Placed standard cells:
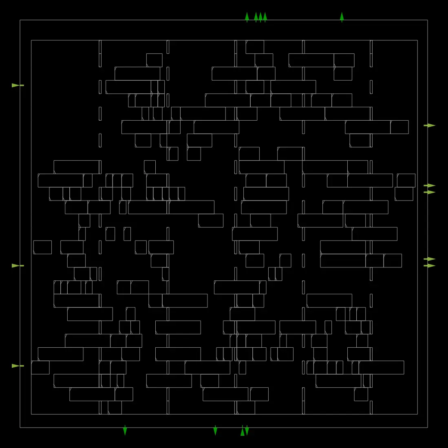
Metal 1:
Supply wires on this layer in gray.
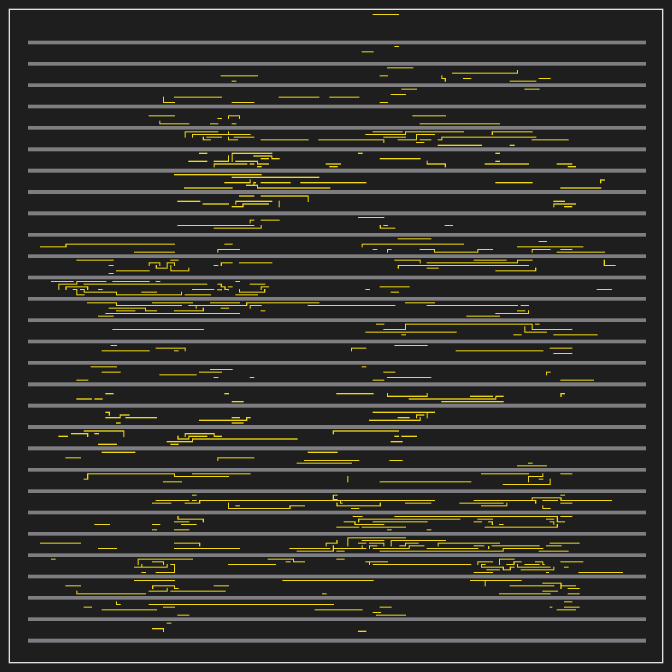
Signal metal coverage by tile:
17 x 17 tiles, from black (low) to pale yellow (high), scaled to the fullest tile. Values are wire area over tile area, all layers added.
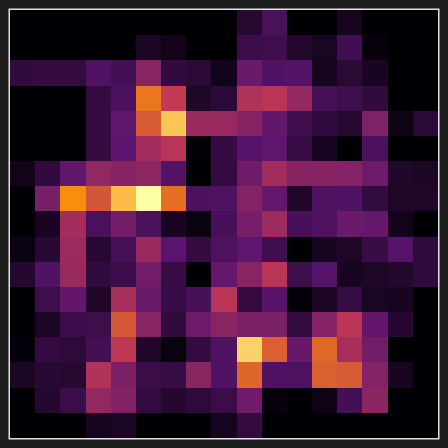
<file path="config.mk">
export PLATFORM = sky130hd
export DESIGN_NAME = manch_rx
export DESIGN_NICKNAME = d
export VERILOG_FILES = /design/src/rtl/manch_pkg.sv /design/src/rtl/manch_bit_recover.sv /design/src/rtl/manch_rx.sv
export SDC_FILE = /design/constraint.sdc
export NUM_CORES = 1
export LEC_CHECK = 0
export CAP_MARGIN = 15
export CELL_PAD_IN_SITES_DETAIL_PLACEMENT = 0
export CELL_PAD_IN_SITES_GLOBAL_PLACEMENT = 1
export CORE_MARGIN = 2
export CORE_UTILIZATION = 30
export CTS_CLUSTER_SIZE = 24
export DETAILED_ROUTE_END_ITERATION = 8
export PLACE_DENSITY_LB_ADDON = 0.05
export SLEW_MARGIN = 5
export SYNTH_ARGS = -nofsm -noshare
export SYNTH_HDL_FRONTEND = slang
export SYNTH_SLANG_ARGS = --single-unit
</file>
<file path="constraint.sdc">
create_clock -name clk -period 3.63 [get_ports clk]
set_clock_uncertainty 0.2 [all_clocks]
set_input_delay 0.726 -clock clk [delete_from_list [all_inputs] [get_ports clk]]
set_output_delay 0.726 -clock clk [all_outputs]
set_load 0.03 [all_outputs]
</file>
<file path="src/rtl/manch_pkg.sv">
// Shared types and timing helpers for the Manchester receive path.
package manch_pkg;

   // Bit-clock recovery states.
   typedef enum logic {
      REC_HUNT = 1'b0,
      REC_LOCK = 1'b1
   } rec_state_t;

   // UART deframer states.
   typedef enum logic [1:0] {
      DFR_IDLE = 2'd0,
      DFR_DATA = 2'd1,
      DFR_STOP = 2'd2
   } dfr_state_t;

   // Decoded bit value seen on an idle line.
   localparam logic IDLE_BIT = 1'b1;

   typedef struct packed {
      logic [31:0] bit_cyc;
      logic [31:0] early;
      logic [31:0] late;
   } timing_t;

   // Bit period and mid-bit acceptance window, in clk cycles.
   function automatic timing_t calc_timing(input int unsigned clk_freq, input int unsigned baud);
      timing_t t;
      t.bit_cyc = clk_freq / baud;
      t.early   = (3 * t.bit_cyc) / 4;
      t.late    = (5 * t.bit_cyc) / 4;
      return t;
   endfunction

endpackage

</file>
<file path="src/rtl/manch_bit_recover.sv">
// Manchester bit-clock recovery: synchronizer, edge detect, interval timer
// and HUNT/LOCK state machine producing one decoded bit per mid-bit edge.
//
//  state | meaning
//  HUNT  | not locked; waiting for a full-period gap ending in a falling edge (start bit)
//  LOCK  | locked; edges past EARLY are mid-bit and carry data, no edge by LATE drops lock
module manch_bit_recover
   import manch_pkg::*;
#(
   parameter int unsigned CLK_FREQ = 75_000_000,
   parameter int unsigned BAUDRATE = 115200
) (
   input  logic clk,
   input  logic rst,
   input  logic line_in,
   output logic bit_valid,
   output logic bit_val,
   output logic locked,
   output logic manch_err
);

   localparam timing_t     TIM     = calc_timing(CLK_FREQ, BAUDRATE);
   localparam int unsigned EARLY_C = TIM.early;
   localparam int unsigned LATE_C  = TIM.late;
   localparam int unsigned TW      = $clog2(LATE_C + 1);
   localparam logic [TW-1:0] EARLY_T = TW'(EARLY_C);
   localparam logic [TW-1:0] LATE_T  = TW'(LATE_C);

   logic          sync1_q, sync1_d;
   logic          sync2_q, sync2_d;
   logic          prev_q, prev_d;
   logic [TW-1:0] timer_q, timer_d;
   rec_state_t    state_q, state_d;
   logic          bit_valid_q, bit_valid_d;
   logic          bit_val_q, bit_val_d;
   logic          manch_err_q, manch_err_d;
   logic          edge_det;

   // Next-state logic: timer saturates at LATE so it can never wrap while hunting.
   always_comb begin
      edge_det    = (sync2_q != prev_q);
      sync1_d     = line_in;
      sync2_d     = sync1_q;
      prev_d      = sync2_q;
      state_d     = state_q;
      timer_d     = (timer_q == LATE_T) ? timer_q : timer_q + TW'(1);
      bit_valid_d = 1'b0;
      bit_val_d   = bit_val_q;
      manch_err_d = 1'b0;
      case (state_q)
         REC_HUNT: begin
            if (edge_det) begin
               timer_d = '0;
               if ((timer_q >= EARLY_T) && !sync2_q) begin
                  state_d     = REC_LOCK;
                  bit_valid_d = 1'b1;
                  bit_val_d   = 1'b0;
               end
            end
         end
         REC_LOCK: begin
            // An accepted edge takes priority over a coincident timeout.
            if (edge_det && (timer_q >= EARLY_T)) begin
               timer_d     = '0;
               bit_valid_d = 1'b1;
               bit_val_d   = sync2_q;
            end else if (timer_q == LATE_T) begin
               state_d     = REC_HUNT;
               manch_err_d = 1'b1;
            end
         end
         default: state_d = REC_HUNT;
      endcase
   end

   // State and output registers.
   always_ff @(posedge clk or posedge rst) begin
      if (rst) begin
         sync1_q     <= 1'b0;
         sync2_q     <= 1'b0;
         prev_q      <= 1'b0;
         timer_q     <= '0;
         state_q     <= REC_HUNT;
         bit_valid_q <= 1'b0;
         bit_val_q   <= 1'b0;
         manch_err_q <= 1'b0;
      end else begin
         sync1_q     <= sync1_d;
         sync2_q     <= sync2_d;
         prev_q      <= prev_d;
         timer_q     <= timer_d;
         state_q     <= state_d;
         bit_valid_q <= bit_valid_d;
         bit_val_q   <= bit_val_d;
         manch_err_q <= manch_err_d;
      end
   end

   assign bit_valid = bit_valid_q;
   assign bit_val   = bit_val_q;
   assign locked    = (state_q == REC_LOCK);
   assign manch_err = manch_err_q;

endmodule

</file>
<file path="src/rtl/manch_rx.sv">
// Manchester/UART receiver top: bit recovery, 8N1 deframing and a
// single-entry valid/ready output register.
//
//  state | meaning
//  IDLE  | waiting for a start bit (decoded 0)
//  DATA  | shifting in data bits, LSB first
//  STOP  | next decoded bit is the stop bit
module manch_rx
   import manch_pkg::*;
#(
   parameter int unsigned CLK_FREQ  = 75_000_000,
   parameter int unsigned BAUDRATE  = 115200,
   parameter int unsigned DATA_BITS = 8
) (
   input  logic                 clk,
   input  logic                 rst,
   input  logic                 line_in,
   output logic [DATA_BITS-1:0] rx_data,
   output logic                 rx_valid,
   input  logic                 rx_ready,
   output logic                 locked,
   output logic                 frame_err,
   output logic                 manch_err,
   output logic                 overrun
);

   localparam int unsigned CW = $clog2(DATA_BITS + 1);

   logic                 bit_valid_w, bit_val_w, manch_err_w;
   dfr_state_t           dfr_q, dfr_d;
   logic [CW-1:0]        cnt_q, cnt_d;
   logic [DATA_BITS-1:0] shift_q, shift_d;
   logic [DATA_BITS-1:0] rx_data_q, rx_data_d;
   logic                 rx_valid_q, rx_valid_d;
   logic                 frame_err_q, frame_err_d;
   logic                 overrun_q, overrun_d;
   logic                 byte_done;

   manch_bit_recover #(
      .CLK_FREQ (CLK_FREQ),
      .BAUDRATE (BAUDRATE)
   ) u_rec (
      .clk       (clk),
      .rst       (rst),
      .line_in   (line_in),
      .bit_valid (bit_valid_w),
      .bit_val   (bit_val_w),
      .locked    (locked),
      .manch_err (manch_err_w)
   );

   // Deframer: one step per decoded bit; loss of lock discards any partial byte.
   always_comb begin
      dfr_d       = dfr_q;
      cnt_d       = cnt_q;
      shift_d     = shift_q;
      byte_done   = 1'b0;
      frame_err_d = 1'b0;
      if (manch_err_w) begin
         dfr_d = DFR_IDLE;
         cnt_d = '0;
      end else if (bit_valid_w) begin
         case (dfr_q)
            DFR_IDLE: begin
               if (bit_val_w != IDLE_BIT) begin
                  dfr_d = DFR_DATA;
                  cnt_d = '0;
               end
            end
            DFR_DATA: begin
               shift_d = {bit_val_w, shift_q[DATA_BITS-1:1]};
               if (cnt_q == CW'(DATA_BITS - 1)) dfr_d = DFR_STOP;
               else                             cnt_d = cnt_q + CW'(1);
            end
            DFR_STOP: begin
               dfr_d = DFR_IDLE;
               if (bit_val_w) byte_done   = 1'b1;
               else           frame_err_d = 1'b1;
            end
            default: dfr_d = DFR_IDLE;
         endcase
      end
   end

   // Output holding register: a completed byte may load in the same cycle the old one is taken.
   always_comb begin
      rx_data_d  = rx_data_q;
      rx_valid_d = rx_valid_q;
      overrun_d  = 1'b0;
      if (rx_valid_q && rx_ready) rx_valid_d = 1'b0;
      if (byte_done) begin
         if (!rx_valid_q || rx_ready) begin
            rx_data_d  = shift_q;
            rx_valid_d = 1'b1;
         end else begin
            overrun_d = 1'b1;
         end
      end
   end

   // Deframer and output registers.
   always_ff @(posedge clk or posedge rst) begin
      if (rst) begin
         dfr_q       <= DFR_IDLE;
         cnt_q       <= '0;
         shift_q     <= '0;
         rx_data_q   <= '0;
         rx_valid_q  <= 1'b0;
         frame_err_q <= 1'b0;
         overrun_q   <= 1'b0;
      end else begin
         dfr_q       <= dfr_d;
         cnt_q       <= cnt_d;
         shift_q     <= shift_d;
         rx_data_q   <= rx_data_d;
         rx_valid_q  <= rx_valid_d;
         frame_err_q <= frame_err_d;
         overrun_q   <= overrun_d;
      end
   end

   assign rx_data   = rx_data_q;
   assign rx_valid  = rx_valid_q;
   assign frame_err = frame_err_q;
   assign manch_err = manch_err_w;
   assign overrun   = overrun_q;

endmodule

</file>
==> run summary <==
From the run reports.

- The starting density of the core is 31.3%.
- The number of buffers created by CTS reads 5.
- The startpoint kind of the worst setup timing path is a register.
- The post-route report lists met1 wire length as 1540 um.
- The flow ran to the end, and the final reports show no timing, DRC or antenna violations.
- The number of global-route vias before repair reads 1160.
- The post-detailed-placement cell area reads 0.00213 mm^2.
- The biggest cell delay along the critical path reads 0.71 ns.
- The pre-CTS worst setup slack is 1.36 ns.
- The global routing met3 resource utilization is 3.38%.
- The most flop-heavy register is u_rec.timer_q.
- The number of iterations in the first detailed-routing pass reads 5.
- Sorting the synthesis cell report by count puts at the top sky130_fd_sc_hd__dfrtp_1.
- In the layout the commonest cells are sky130_fd_sc_hd__dfrtp_1 (42), sky130_fd_sc_hd__nor2_1 (17), sky130_fd_sc_hd__mux2_2 (16), sky130_fd_sc_hd__clkdlybuf4s50_1 (16), sky130_fd_sc_hd__nand2_1 (11).
- The worst-case hold path end point is u_rec.prev_d.
- The maximum clock rate reads 0.417 GHz.
- The diode insertion count for antenna repair is 0.
- The yosys synthesis chip area reads 0.00187 mm^2.
- The post-cts repair resize count is 0.
- STA puts the critical path data required time at 2.70 ns.
- Looking at the clock tree report, the H-tree level count equals 2.
- Walking the worst path, the cells encountered are clkdlybuf4s50_1.
- In the power breakdown, the biggest contributor is sequential cells.
- The number of synthesis warnings is 0.
- The met3 routed wirelength reads 105 um.
- The sequential power share is 58.4%.
- The count of placed standard cells including taps is 248.
- The share of the cycle needed by the critical path after routing reads 66.1%.
- In this run the tool buffered the top-level ports with 16 buffer cells.
- The number of cell instances after yosys synthesis is 158.
- met2 is the most crowded layer.
- The sum of internal, switching and leakage power is 828 uW.
- The async set-or-reset flop fraction in the synthesized netlist is 100%.
- The CTS tree reads yes.
- The post-layout net count reads 188.
- The CTS clock-pin slew for the worst setup and hold paths reads 0.08 ns.
- The count of unresolved DRC violations after routing is 0.
- The clock tree root buffer cell is sky130_fd_sc_hd__clkbuf_8.
- The cell row count reads 28.
- The area occupied by registers is 0.00105 mm^2.
- The final max-slew violation count is 0.
- The die extent in x reads 83.0 um.
- Cells with a size suffix above 1 make up 17.1% of the layout.
- The power in the clock group is 308 uW.
- The overall die area reads 0.00689 mm^2.
- The synthesized instance count reads 158.
- The part of the total power dissipated in the clock network is 37.2%.
- Counting instances, the worst hold path has a depth of 0.
- Among all stages on the critical path, the largest delay is contributed by sky130_fd_sc_hd__clkdlybuf4s50_1.
- The area fraction of clock buffers and clock inverters is 4.17%.
- The critical path endpoint reads manch_err.
- Per the run summary, max-cap violations total 0.
- The worst setup path is of the reg -> out kind.
- STA reports the tightest min-delay check as being of type reg -> reg.
- All stages included, the depth of the critical timing path comes to 1.
- The worst reg2reg path startpoint is dfr_q[0].
- The met2 usage reads 17.3%.
- The cell leakage power reads 0.978 nW.
- The kind of cell with the highest combined delay along the critical path is buffers and inverters.
- Per the skew report, the later register of the worst-skew pair sees a clock latency of 0.29 ns.
- The flip-flop count of the largest register after layout is 10.
- The power of the sequential group reads 483 uW.
- The final critical-path setup slack reads 1.23 ns.
About 'placed standard cells':
Post-Route Utilization: 37.0%
final cell count without fillers: 256
Tapcells: 75

About 'metal 1':
The longest straight run is 29.9 um. The layer carries 1540 um of wire.
final routed wirelength across all metal layers: 3440 um
number of vias in the routed layout: 1234
met1 Use GR: 13.2%

About 'signal metal coverage by tile':
The emptiest ninth of the die: north-east. The mean over all tiles is 0.077. 25% of the tiles are nearly empty. The fullest tile reaches 0.42. 5.5% of the tiles are over half the peak.
final routed wire length divided by cell count: 13.4 um
Overall Global Routing Usage: 10.7%

Power and IR drop assume default switching activity.
